**src/rtl/serial_sub_pkg.sv**
```systemverilog
//------------------------------------------------------------------------------
// Module   : serial_sub_pkg
// Brief    : Mode constants and FSM state type for the bit-serial subtract unit.
// Revision : 1.0 - initial release
//------------------------------------------------------------------------------
`default_nettype none

package serial_sub_pkg;

    localparam logic [1:0] MODE_SUB  = 2'd0;
    localparam logic [1:0] MODE_ONES = 2'd1;
    localparam logic [1:0] MODE_TWOS = 2'd2;
    localparam logic [1:0] MODE_RSVD = 2'd3;

    typedef enum logic [1:0] {
        IDLE = 2'd0,
        RUN  = 2'd1,
        DONE = 2'd2
    } state_t;

endpackage

`default_nettype wire

```
**src/rtl/serial_sub_unit_full_sub_bit.sv**
```systemverilog
//------------------------------------------------------------------------------
// Module   : full_sub_bit
// Brief    : One-bit full subtractor, d = x - y - bin with borrow-out.
// Revision : 1.0 - initial release
//------------------------------------------------------------------------------
`default_nettype none

module full_sub_bit (
    input  logic x,
    input  logic y,
    input  logic bin,
    output logic d,
    output logic bout
);

    logic w_xy;

    assign w_xy = x ^ y;
    assign d    = w_xy ^ bin;
    assign bout = (~x & y) | (~w_xy & bin);

endmodule

`default_nettype wire

```
**src/rtl/serial_sub_unit.sv**
```systemverilog
//------------------------------------------------------------------------------
// Module   : serial_sub_unit
// Brief    : Bit-serial A-B / ~A / 0-A unit, LSB first, start/done handshake.
// Revision : 1.0 - initial release
//------------------------------------------------------------------------------
`default_nettype none

module serial_sub_unit
    import serial_sub_pkg::*;
#(
    parameter int WIDTH = 8
) (
    input  logic             clk,
    input  logic             rst,
    input  logic             start,
    input  logic [1:0]       mode,
    input  logic [WIDTH-1:0] a,
    input  logic [WIDTH-1:0] b,
    output logic             busy,
    output logic             done,
    output logic [WIDTH-1:0] result,
    output logic             borrow,
    output logic             overflow
);

    localparam int             CW     = $clog2(WIDTH);
    localparam logic [CW-1:0]  c_last = CW'(WIDTH - 1);

    state_t           r_state;
    state_t           w_next;
    logic [CW-1:0]    r_cnt;
    logic [WIDTH-1:0] r_a_sh;
    logic [WIDTH-1:0] r_b_sh;
    logic [WIDTH-1:0] r_res_sh;
    logic [1:0]       r_mode;
    logic             r_bin;
    logic [WIDTH-1:0] r_result;
    logic             r_borrow;
    logic             r_overflow;

    logic w_ones, w_twos, w_last;
    logic w_x, w_y, w_d_fs, w_bout_fs, w_d, w_bout;

    assign w_ones = (r_mode == MODE_ONES);
    assign w_twos = (r_mode == MODE_TWOS);
    assign w_last = (r_cnt == c_last);

    // Two's complement is 0 - A, so A moves to the subtrahend input.
    assign w_x = w_twos ? 1'b0 : r_a_sh[0];
    assign w_y = w_twos ? r_a_sh[0] : r_b_sh[0];

    full_sub_bit u_fsb (
        .x    (w_x),
        .y    (w_y),
        .bin  (r_bin),
        .d    (w_d_fs),
        .bout (w_bout_fs)
    );

    assign w_d    = w_ones ? ~r_a_sh[0] : w_d_fs;
    assign w_bout = w_ones ? 1'b0 : w_bout_fs;

    always_comb begin
        w_next = r_state;
        case (r_state)
            IDLE:    if (start) w_next = RUN;
            RUN:     if (w_last) w_next = DONE;
            DONE:    w_next = IDLE;
            default: w_next = IDLE;
        endcase
    end

    always_ff @(posedge clk or posedge rst) begin
        if (rst) r_state <= IDLE;
        else     r_state <= w_next;
    end

    always_ff @(posedge clk or posedge rst) begin
        if (rst) begin
            r_cnt      <= '0;
            r_a_sh     <= '0;
            r_b_sh     <= '0;
            r_res_sh   <= '0;
            r_mode     <= MODE_SUB;
            r_bin      <= 1'b0;
            r_result   <= '0;
            r_borrow   <= 1'b0;
            r_overflow <= 1'b0;
        end else begin
            if (r_state == IDLE && start) begin
                r_a_sh <= a;
                r_b_sh <= b;
                r_mode <= mode;
                r_cnt  <= '0;
                r_bin  <= 1'b0;
            end else if (r_state == RUN) begin
                r_a_sh   <= {1'b0, r_a_sh[WIDTH-1:1]};
                r_b_sh   <= {1'b0, r_b_sh[WIDTH-1:1]};
                r_res_sh <= {w_d, r_res_sh[WIDTH-1:1]};
                r_bin    <= w_bout;
                r_cnt    <= r_cnt + CW'(1);
                if (w_last) begin
                    // On the MSB, w_x/w_y are the sign bits of the effective operands.
                    r_result   <= {w_d, r_res_sh[WIDTH-1:1]};
                    r_borrow   <= w_bout;
                    r_overflow <= ~w_ones & (w_x ^ w_y) & (w_d ^ w_x);
                end
            end
        end
    end

    assign busy     = (r_state == RUN);
    assign done     = (r_state == DONE);
    assign result   = r_result;
    assign borrow   = r_borrow;
    assign overflow = r_overflow;

endmodule

`default_nettype wire

```
**config.mk**
```make
export PLATFORM = sky130hd
export DESIGN_NAME = serial_sub_unit
export DESIGN_NICKNAME = d
export VERILOG_FILES = /design/src/rtl/serial_sub_pkg.sv /design/src/rtl/serial_sub_unit_full_sub_bit.sv /design/src/rtl/serial_sub_unit.sv
export SDC_FILE = /design/constraint.sdc
export NUM_CORES = 1
export LEC_CHECK = 0
export CORE_MARGIN = 2
export CORE_UTILIZATION = 56
export CTS_CLUSTER_SIZE = 40
export DETAILED_ROUTE_END_ITERATION = 12
export MAX_ROUTING_LAYER = met4
export PLACE_DENSITY = 0.81
export RECOVER_POWER = 50
export SETUP_SLACK_MARGIN = 0.4
export SYNTH_ARGS = -nofsm -noshare
export SYNTH_HDL_FRONTEND = slang
export SYNTH_SLANG_ARGS = --single-unit
```
**constraint.sdc**
```tcl
create_clock -name clk -period 3.7 [get_ports clk]
set_clock_uncertainty 0.2 [all_clocks]
set_input_delay 0.37 -clock clk [delete_from_list [all_inputs] [get_ports clk]]
set_output_delay 0.37 -clock clk [all_outputs]
set_load 0.005 [all_outputs]
```
**Where the registers sit**

Other sequential cells in the stronger gray, the rest of the logic in the fainter gray.
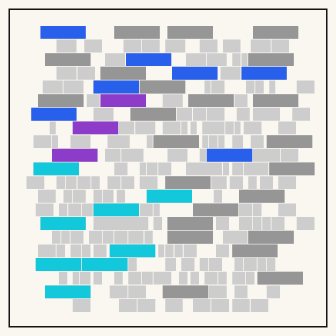
color	name in the netlist	flops
blue	r_res_sh	7
purple	r_cnt	3
cyan	r_b_sh	8
not colored	23
combined flip-flop and latch cell area: 1030 um^2
share of the core filled with cells: 70.7%
flip-flop and latch share of the layout cell area: 43.5%

**Routing congestion map**

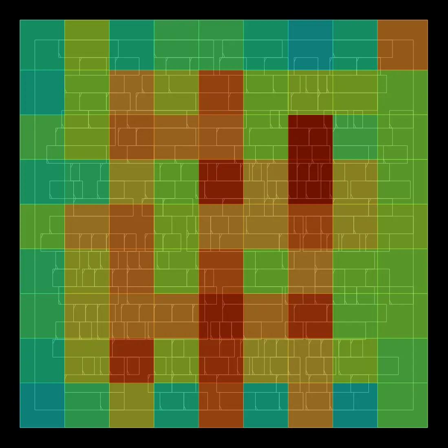
met1 track demand over resource: 30.2%
GRT busiest layer: met2

**Clock wires, drivers and flops**

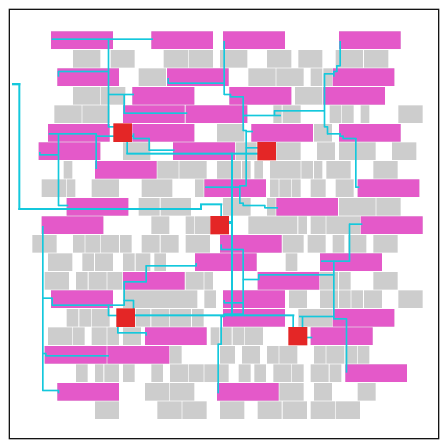
[cyan] clock wires | length: 484 um
[red] clock-net drivers | count: 5
[magenta] flip-flops | count: 41
routed clock nets	6
clock share of power: 16.8%
Clock group: 0.303 mW
Latency at later pin: 340 ps

**Power grid**

Pins as bars on the die edge. Tap cells in gray.
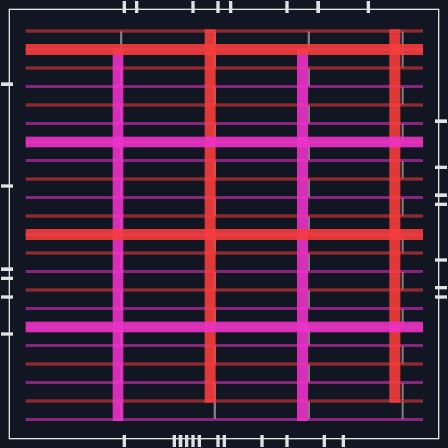
color	net
red	VDD
magenta	VSS
met1 rails	22
rows	21
core region area: 3340 um^2
Die Y: 62.9 um

**Placement by cell class**

The bar under the picture is 20 um long.
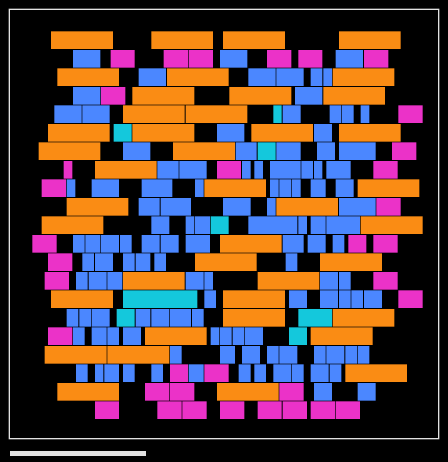
color	class	cells	share of their area
orange	sequential cells	41	45%
blue	remaining logic cells	119	37%
cyan	clock drivers and dummy loads	8	3.7%
magenta	remaining buffers and delay cells	35	15%
row count: 21
final design area excluding fillers: 2360 um^2

==> results.txt <==
Synthesis and PnR results.

- The share of synthesized cell area in full adder, half adder and majority cells is 2.96%.
- Per the detail_route log, met3 wirelength is 161 um.
- In this run the critical path is formed by dlygate4sd3_1 -> inv_1 -> clkbuf_1.
- For this run, the leading register cell type out of synthesis is sky130_fd_sc_hd__dfrtp_1.
- The final hold slack reads 309 ps.
- The library cell with the highest instance count after synthesis is sky130_fd_sc_hd__dfrtp_1.
- The flow ran to the end, but the final reports show violations.
- On the critical path the data arrives at 2500 ps.
- The buffer type at the clock tree root is sky130_fd_sc_hd__clkbuf_4.
- The count of nets after finishing reads 227.
- The floorplan utilization is 58.3%.
- The max-capacitance violation count is 1.
- The worst setup path category reads in2async.
- The most common cell after layout, fill and taps aside reads sky130_fd_sc_hd__dfrtp_1.
- The top cell types in the final layout, fill and taps aside, are sky130_fd_sc_hd__dfrtp_1, sky130_fd_sc_hd__clkdlybuf4s50_1, sky130_fd_sc_hd__o21ai_0, sky130_fd_sc_hd__a21oi_1, sky130_fd_sc_hd__mux2_2.
- Per the synthesis report, the XOR/XNOR share of the synthesized area is 0%.
- The maximum clock frequency is 0.375 GHz.
- The total CTS buffers reads 5.
- The initial antenna violation count is 0.
- The total congestion overflow after global routing reads 0.
- The final number of setup-violating endpoints is 0.
- The CTS tree is built.
- The top layer used by detailed routing is met4.
- Grouping stages by cell kind, the critical path spends the most delay in buffers and inverters.
- The number of cells in the yosys synthesis report is 171.
- The script reports the combined buffer and inverter count of the critical path as 3.
- The total wirelength of the detailed-routed design is 3.76 mm.
- The count of flip-flops with a built-in enable after synthesis is 0.
- The portion of synthesized area spent on multiplexers is 11.3%.
- The fraction of final layout cells sized beyond drive strength 1 is 13.8%.
- The number of flip-flops and latches in the synthesized netlist reads 41.
- The distinct cell type count after synthesis reads 31.
- The first-pass iteration count of the detailed router is 4.
- The final number of max-transition violations reads 42.
- The final-report hold violation count is 0.
- The clock period could shrink to 2660 ps.
- The count of input and output buffers reads 32.
- The worst setup path is captured at an async pin.
- The power density over the cells is 765 nW/um^2.
- The static leakage reads 1.03 nW.
- Yosys reports a chip area of 1940 um^2.
- The synthesized cell area is 1940 um^2.
- When the netlist entered floorplanning its net count stood at 196.
- The worst path uses 72.0% of the clock period.
- In this run the number of H-tree levels came out at 2.
- The fraction of registers with async set/reset reads 100%.
- The peak fanout along the critical path is 41.
- The basic-gate share of the synthesized area counting and, or, nand and nor cells reads 10.3%.
- The cell count after synthesis reads 171.
- The cell with the largest stage delay on the worst path is sky130_fd_sc_hd__clkbuf_1.
- The placed instance area is 2280 um^2.
- The routed layout has 1409 vias.
- The first global-routing pass estimated 7.04 mm of wire.
- The violation count after the first detailed-route iteration is 104.
- The data required time reported for the critical path is 3530 ps.
- The detailed-route DRC error count is 0.
- The ratio of routed vias to standard cells is 5.66.
- Setup repair after global routing left no endpoint under its margin.
- The worst max-slew margin expressed relative to the limit reads -43.9%.
- The I/O pin count reads 33.
- The largest non-sequential cell family by area reads AND-OR/OR-AND gates.
- The HPWL after detailed placement reads 2.50 mm.
- The residual antenna-violating net count after detailed routing is 0.
- Per the OpenROAD floorplan log, the width of the die is 62.9 um.
- The routed length on met1 reads 1.62 mm.
- The clock passes through at most 2 buffers.
- The die area is 3960 um^2.
- The hold-fix buffer count after cts reads 0.
- The synthesized area per cell reads 11.4 um^2.
- Sorting the synthesized cells by area gives the leading types as sky130_fd_sc_hd__dfrtp_1, sky130_fd_sc_hd__mux2_2, sky130_fd_sc_hd__a22oi_1, sky130_fd_sc_hd__a21oi_1, sky130_fd_sc_hd__o21ai_0.
- The buffer count from post-CTS setup fixing reads 0.
- The class of the most critical hold timing path reads reg2reg.
- The largest stage delay on the critical path reads 1540 ps.
- During synthesis, Yosys emitted a total of 0 warnings.
- The final reports fail on max-capacitance violations, max-slew violations.
- The routed design shows a wire length per standard cell of 15.1 um.
- The share of synthesized cell area in and-or and or-and compound cells is 18.0%.
- The library cell occupying the most area in the post-synthesis netlist reads sky130_fd_sc_hd__dfrtp_1.
- The number of global-route vias before repair is 1475.
-- worst paths after layout --
kind                                         from                      end  slack (ps)  cells past startpoint
setup / recovery                              rst    r_b_sh[0]$_DFFE_PP0P_        1040                      3
hold / removal              result[1]$_DFFE_PP0P_    result[1]$_DFFE_PP0P_         310                      1
setup reg to reg           r_state[0]$_DFFE_PP0P_       borrow$_DFFE_PP0P_        1490                      3
hold reg to reg             result[1]$_DFFE_PP0P_    result[1]$_DFFE_PP0P_         310                      1
max in group clk           r_state[0]$_DFFE_PP0P_                     busy        1200                      2
min in group asynchronous                     rst  r_res_sh[5]$_DFFE_PP0P_        1040                      3
-- per-stage QoR --
step	std cells	setup WS (ps)	power [mW]	util [%]
3_3_place_gp	241	1490	1.46	68.3
5_1_grt	249	609	1.96	70.7
2_1_floorplan	171	1800	1.26	-
6_report	249	1040	1.81	70.7
4_1_cts	249	1180	1.83	70.8
3_5_place_dp	241	1440	1.52	68.3
-- flip-flops by register name, indices dropped and copies added, names as in the netlist --
signal    flops
borrow        1
overflow      1
r_a_sh        8
r_b_sh        8
r_bin         1
r_cnt         3
r_mode        2
r_res_sh      7
r_state       2
result        8
-- power breakdown --
part	switching [mW]	internal [mW]	total, mW
clock network	0.141	0.161	0.303
logic	0.293	0.403	0.696
registers	0.164	0.643	0.807
total	0.598	1.21	1.81
-- layout make-up --
type / instances / area (um^2)
Multi-Input combinational cell: 113 / 830
Inverter: 6 / 22.5
Clock inverter: 1 / 30.0
Clock buffer: 7 / 55.1
Sequential cell: 41 / 1030
Tap cell: 46 / 57.6
Fill cell: 263 / 977
Timing Repair Buffer: 35 / 339
-- per-layer routing --
metal  up-vias  GRT usage [%]
met3         7           6.31
met5         -              -
met4         0           7.22
met1       697           30.2
met2        36           36.6
li1        669              -
Power figures rest on the tool's default switching activity, not on a simulated workload.
